$ cat src/rtl/store_pkg.sv
// rtl/store_pkg.sv - store type codes and sequencer state encoding
package store_pkg;

  localparam logic [1:0] ST_NONE = 2'd0;
  localparam logic [1:0] ST_BYTE = 2'd1;
  localparam logic [1:0] ST_HALF = 2'd2;
  localparam logic [1:0] ST_WORD = 2'd3;

  typedef enum logic [2:0] {
    S_IDLE  = 3'd0,
    S_READ  = 3'd1,
    S_WAIT  = 3'd2,
    S_WRITE = 3'd3,
    S_DONE  = 3'd4
  } state_t;

endpackage

$ cat src/rtl/store_merge.sv
// rtl/store_merge.sv - combinational low-lane merge of store data into a read word
module store_merge
  import store_pkg::*;
(
  input  logic [31:0] rdata,
  input  logic [31:0] reg_b,
  input  logic [1:0]  store_type,
  output logic [31:0] wdata
);

  logic [31:0] mask;

  always_comb begin
    case (store_type)
      ST_BYTE: mask = 32'h0000_00FF;
      ST_HALF: mask = 32'h0000_FFFF;
      default: mask = 32'hFFFF_FFFF;
    endcase
  end

  assign wdata = (rdata & ~mask) | (reg_b & mask);

endmodule

$ cat src/rtl/store_sequencer.sv
// rtl/store_sequencer.sv - multicycle sb/sh/sw sequencer on the data-memory port
// Optional alignment check enabled with `define STORE_SEQ_ALIGN_CHECK_EN.
module store_sequencer
  import store_pkg::*;
#(
  parameter int MEM_LAT = 1,
  parameter int ADDR_W  = 32
) (
  input  logic              clk,
  input  logic              reset,
  input  logic              start,
  input  logic [1:0]        store_type,
  input  logic [ADDR_W-1:0] addr,
  input  logic [31:0]       reg_b,
  input  logic [31:0]       mem_rdata,
  output logic [ADDR_W-1:0] mem_addr,
  output logic [31:0]       mem_wdata,
  output logic              mem_wr,
  output logic              busy,
  output logic              done,
  output logic              err
);

  localparam int CNT_W = (MEM_LAT > 1) ? $clog2(MEM_LAT) : 1;

  state_t           state, next_state;
  logic [CNT_W-1:0] cnt, cnt_d;
  logic [1:0]       type_q;
  logic [31:0]      data_q;
  logic             bad_req;
  logic             accept;
  logic [1:0]       m_type;
  logic [31:0]      m_data;
  logic [31:0]      merged;

  always_comb begin
    bad_req = (store_type == ST_NONE);
`ifdef STORE_SEQ_ALIGN_CHECK_EN
    if (store_type == ST_HALF && addr[0])
      bad_req = 1'b1;
    if (store_type == ST_WORD && addr[1:0] != 2'b00)
      bad_req = 1'b1;
`endif
  end

  assign accept = (state == S_IDLE) && start;

  always_comb begin
    next_state = state;
    cnt_d      = cnt;
    case (state)
      S_IDLE: begin
        if (start) begin
          if (bad_req)                      next_state = S_DONE;
          else if (store_type == ST_WORD)   next_state = S_WRITE;
          else                              next_state = S_READ;
        end
      end
      S_READ: begin
        next_state = S_WAIT;
        cnt_d      = CNT_W'(MEM_LAT - 1);
      end
      S_WAIT: begin
        if (cnt == '0) next_state = S_WRITE;
        else           cnt_d      = cnt - 1'b1;
      end
      S_WRITE: next_state = S_DONE;
      S_DONE:  next_state = S_IDLE;
      default: next_state = S_IDLE;
    endcase
  end

  // sw goes straight from IDLE to WRITE, so the merge sees live inputs there
  assign m_type = (state == S_IDLE) ? store_type : type_q;
  assign m_data = (state == S_IDLE) ? reg_b : data_q;

  store_merge u_merge (
    .rdata      (mem_rdata),
    .reg_b      (m_data),
    .store_type (m_type),
    .wdata      (merged)
  );

  always_ff @(posedge clk) begin
    if (reset) begin
      state     <= S_IDLE;
      cnt       <= '0;
      type_q    <= ST_NONE;
      data_q    <= '0;
      mem_addr  <= '0;
      mem_wdata <= '0;
      mem_wr    <= 1'b0;
      busy      <= 1'b0;
      done      <= 1'b0;
      err       <= 1'b0;
    end else begin
      state  <= next_state;
      cnt    <= cnt_d;
      mem_wr <= (next_state == S_WRITE);
      busy   <= (next_state != S_IDLE);
      done   <= (next_state == S_DONE);
      err    <= (state == S_IDLE) && (next_state == S_DONE);
      if (accept) begin
        type_q <= store_type;
        data_q <= reg_b;
        if (!bad_req)
          mem_addr <= addr;
      end
      if (next_state == S_WRITE)
        mem_wdata <= merged;
    end
  end

endmodule

$ cat config.mk
export PLATFORM = sky130hd
export DESIGN_NAME = store_sequencer
export DESIGN_NICKNAME = d
export VERILOG_FILES = /design/src/rtl/store_pkg.sv /design/src/rtl/store_merge.sv /design/src/rtl/store_sequencer.sv
export SDC_FILE = /design/constraint.sdc
export NUM_CORES = 1
export LEC_CHECK = 0
export CORE_MARGIN = 1.5
export CORE_UTILIZATION = 41
export CTS_CLUSTER_DIAMETER = 80
export CTS_CLUSTER_SIZE = 40
export DETAILED_ROUTE_END_ITERATION = 12
export GPL_TIMING_DRIVEN = 0
export PLACE_DENSITY = 0.77
export SLEW_MARGIN = 20
export SYNTH_ARGS = -nofsm -noshare
export SYNTH_HDL_FRONTEND = slang
export SYNTH_SLANG_ARGS = --single-unit
export TNS_END_PERCENT = 20
$ cat constraint.sdc
create_clock -name clk -period 2.51 [get_ports clk]
set_input_delay 0.502 -clock clk [delete_from_list [all_inputs] [get_ports clk]]
set_output_delay 0.502 -clock clk [all_outputs]
set_load 0.005 [all_outputs]
Routing congestion map:
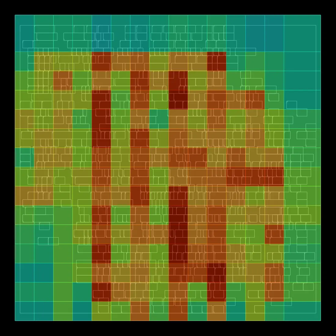
Routed WL per cell: 17.6 µm
GR Layer Usage met2: 0.425
GRT met3 Usage: 0.0705
final core occ: 0.617
grt met1 use: 0.319

Signal wires by layer:
Bar = 20 µm.
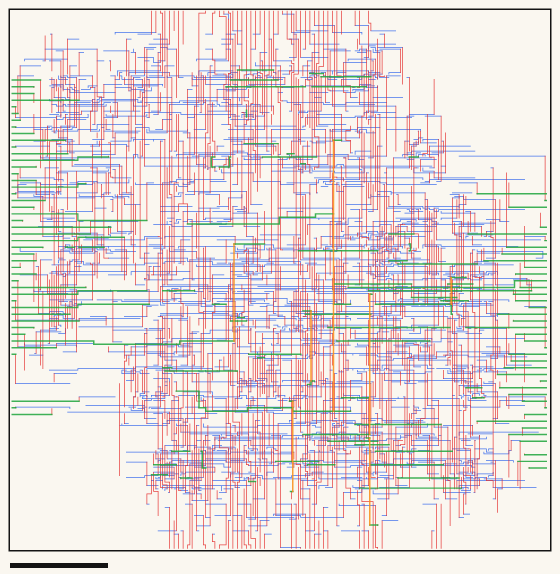
metal 1: in blue, wire length 6400 µm. metal 4: in orange, wire length 159 µm. metal 2: in red, wire length 7620 µm. metal 3: in green, wire length 1280 µm.

Selected gate families:
Bar = 20 µm.
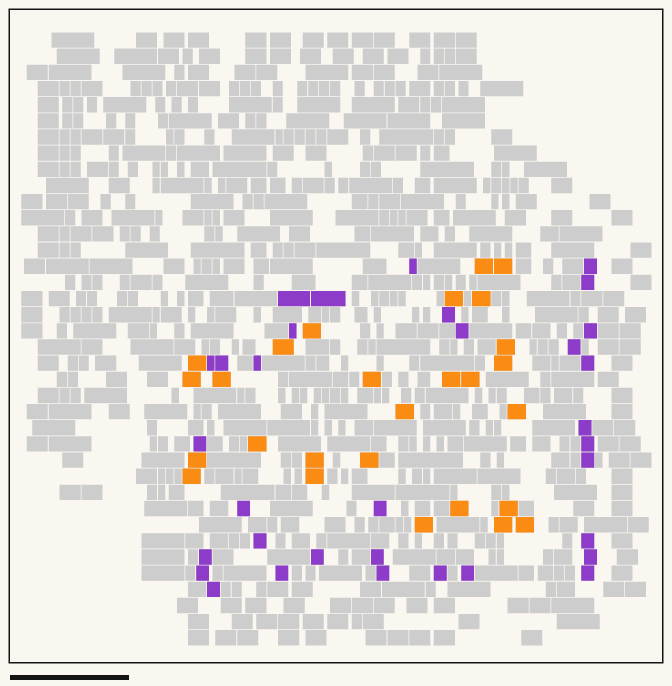
non-inverting ao/oa cells: in orange, cells 27, most used o31a_1. nor cells: in purple, cells 33, most used nor2b_1.

==> impl_metrics.toml <==
# flow metrics
[placement]
port_buffers = 159
gp_congestion = 0.820
post_dp_cell_area_mm2 = 0.00644
place_ws_ns = -0.625
dpl.hpwl_um = 11200

[floorplanning]
rows = 38
core_util_floorplan = 0.426
die_w_um = 110
core_mm2 = 0.0110
dieArea_mm2 = 0.0121
num_io_pins = 169

[drt]
vias = 5007
drtAntennaViolNets = 0
drcViolationCount = 0
vias_per_cell = 5.70
dr.pass1.iters = 5
drt_wl_total_um = 15500
dr.first_iter.drc_count = 381

[cells_and_area]
postLayoutCellArea_mm2 = 0.00678
drive_above_1_share = 0.0705
fin_nets = 835
diodes = 0
area_growth_pct = 45.0

[yosys]
synth_area_mm2 = 0.00468
top_area_frac = 0.450
ff_type = "dfxtp_1"
yosys.area.top_type = "dfxtp_1"
top_cells_by_area = "dfxtp_1 (45%), a21oi_1 (8.0%), o21ai_0 (7.9%)"
edf_count = 0
postSynthSeqShare = 0.450
synthTopCellsByCount = "dfxtp_1 (105), a21oi_1 (75), o21ai_0 (74), nand2_1 (71), clkbuf_1 (41)"
yosysCellCount = 562
ys_area_mm2 = 0.00468
syn-num-nets = 664
ys.flops = 105
ys_async_sr_fraction = 0
ys_types = 30
synthMostInstantiatedCell = "dfxtp_1"
postSynthAreaPerCell_um2 = 8.32
yosysWarnings = 0

[clocking]
worst_setup_hold_path_clk_slew_ns = 0.07
clk-insertion-delay-late_ns = 0.35
cts_sinks = 105
cts_max_path_buffers = 2
cts_inserted_buffers = 9
ctsHtreeMaxLevel = 3
root_buffer = "clkbuf_16"
cts_tree = "built"

[job]
maxCapViolCount = 0
tool_warnings = 34

[sta]
timing.hold.ws_ns = 0.456
slew_viol_final = 0
tightest_slew_ns = 0.627
hold_violations = 0
min_period_ns = 2.40
final-setup-viol-count = 0
fmax_ghz = 0.417
slew_headroom = 0.582
setup_slack_ns = 0.113
period_used_share = 0.955
rsz0062_at_grt = "false"
finClkSkew_ns = 0.00779

[global_routing]
track_usage = 0.253
grt_max_degree = 19
antenna_found_initial = 0
grt_pass1_wl_um = 23900
first_global_vias = 4865
overflow = 0

[min_path]
min_path_type = "reg2reg"

[worst_setup_path]
cp_top_family = "buffers and inverters"
arrival_ns = 2.63
crit_chain = "buf_2, nor3_4, buf_6, mux2_2, ha_4, inv_4, clkbuf_4, a211oi_1, o41ai_1"
timing_worst_setup_path_type = "reg2reg"
crit_slowest_cell = "mux2_2"
slowest_delay_ns = 0.39
path_max_fanout = 10
crit_buf_inv = 4
startpoint_type = "flip-flop"
endpoint_kind = "flip-flop"
crit_required_ns = 2.74

[power_and_ir_drop]
power_density_mw_per_mm2 = 685
ir_drop_v = 0.000321
p_leak_nw = 2.37

[outcome]
outcome = "complete, no violations"
==> where the power goes <==
part / total (mW) / internal [mW] / switching, mW / leakage [nW]
combinational: 1.30 / 0.625 / 0.676 / 1.36
clock: 1.44 / 0.785 / 0.654 / 0.147
sequential: 1.91 / 1.83 / 0.0816 / 0.860
==> area by class of cell <==
class                   count  area, µm²
fillers                   932       4200
plain buffers              63        304
inverters                   2       10.0
repair buffers            160       1600
flip-flops and latches    105       2100
clock inverters             7       77.6
well taps                 140        175
clock buffers               9        225
multi-input cells         392       2290
==> repair_timing <==
action / 4_1_cts / 5_1_grt
gates resized: 7 / 4
hold buffers: 0 / 0
setup endpoints to repair: 24 / 10
pin swaps: 1 / 1
setup buffers: 1 / 0
hold endpoints to repair: 0 / 0
cloned: 0 / 0
==> placed cells by master (no fill, tap or decap), drive strengths merged, types with 2 or more instances in the layout <==
cell	synthesis	final
clkinv	0	2
o41ai	24	24
o31a	25	25
nor2b	24	24
dfxtp	105	105
a21oi	75	75
o21ai	80	80
nand2	71	71
a211oi	32	32
buf	22	23
nor4	2	2
nor2	5	5
a21boi	2	2
inv	2	5
clkbuf	41	50
nand3	32	32
mux2i	9	9
or2	2	2
clkdlybuf4s50	0	159
==> flip-flops by register name, summed over array words and instances, names as in the netlist <==
name / flops
data_q: 32
mem_addr: 32
mem_wdata: 32
state: 3
type_q: 2
busy: 1
done: 1
err: 1
mem_wr: 1
==> through the flow <==
step                      power [mW]  instances  setup TNS, ns
final                           4.65        878              0
after global routing            4.87        878              0
after CTS                       4.64        878              0
after detailed placement        3.20        861          -6.94
after global placement          3.16        861          -5.33
after floorplan                 2.59        562              0
==> per-layer routing <==
metal | global-route usage | part of all wire | up-vias
met1 | 0.319 | 0.41 | 2378
met3 | 0.0705 | 0.083 | 16
met2 | 0.425 | 0.49 | 220
met4 | 0.0696 | 0.010 | 0
li1 | - | - | 2393
met5 | 0 | 0 | -
==> tightest hold or removal path, cell delays in order, from the launching register on <==
cell and delay, ns:
dfxtp_1 0.31, nand2_1 0.05, a21oi_1 0.05
==> worst paths after layout <==
| kind | startpoint | end | slack, ns | cells after the start |
|---|---|---|---|---|
| worst max-delay path | state[1]$_SDFF_PP0_ | mem_wdata[25]$_SDFFE_PP0N_ | 0.11 | 9 |
| worst min-delay path | data_q[25]$_SDFFE_PP0P_ | data_q[25]$_SDFFE_PP0P_ | 0.46 | 2 |
| worst max register to register | state[1]$_SDFF_PP0_ | mem_wdata[25]$_SDFFE_PP0N_ | 0.11 | 9 |
| worst min register to register | data_q[25]$_SDFFE_PP0P_ | data_q[25]$_SDFFE_PP0P_ | 0.46 | 2 |
==> kinds of logic (layout without fill, tap and decap cells) <==
| group | count (synthesis) | in the layout | synth area share |
|---|---|---|---|
| adder cells (fa/ha/maj) | 1 | 1 | 0.00268 |
| flip-flops | 105 | 105 | 0.450 |
| AND-OR/OR-AND | 241 | 241 | 0.318 |
| buffers and inverters | 65 | 241 | 0.0642 |
| multiplexers | 10 | 10 | 0.0217 |
| AND/OR/NAND/NOR | 140 | 140 | 0.144 |
Power and IR drop assume default switching activity.
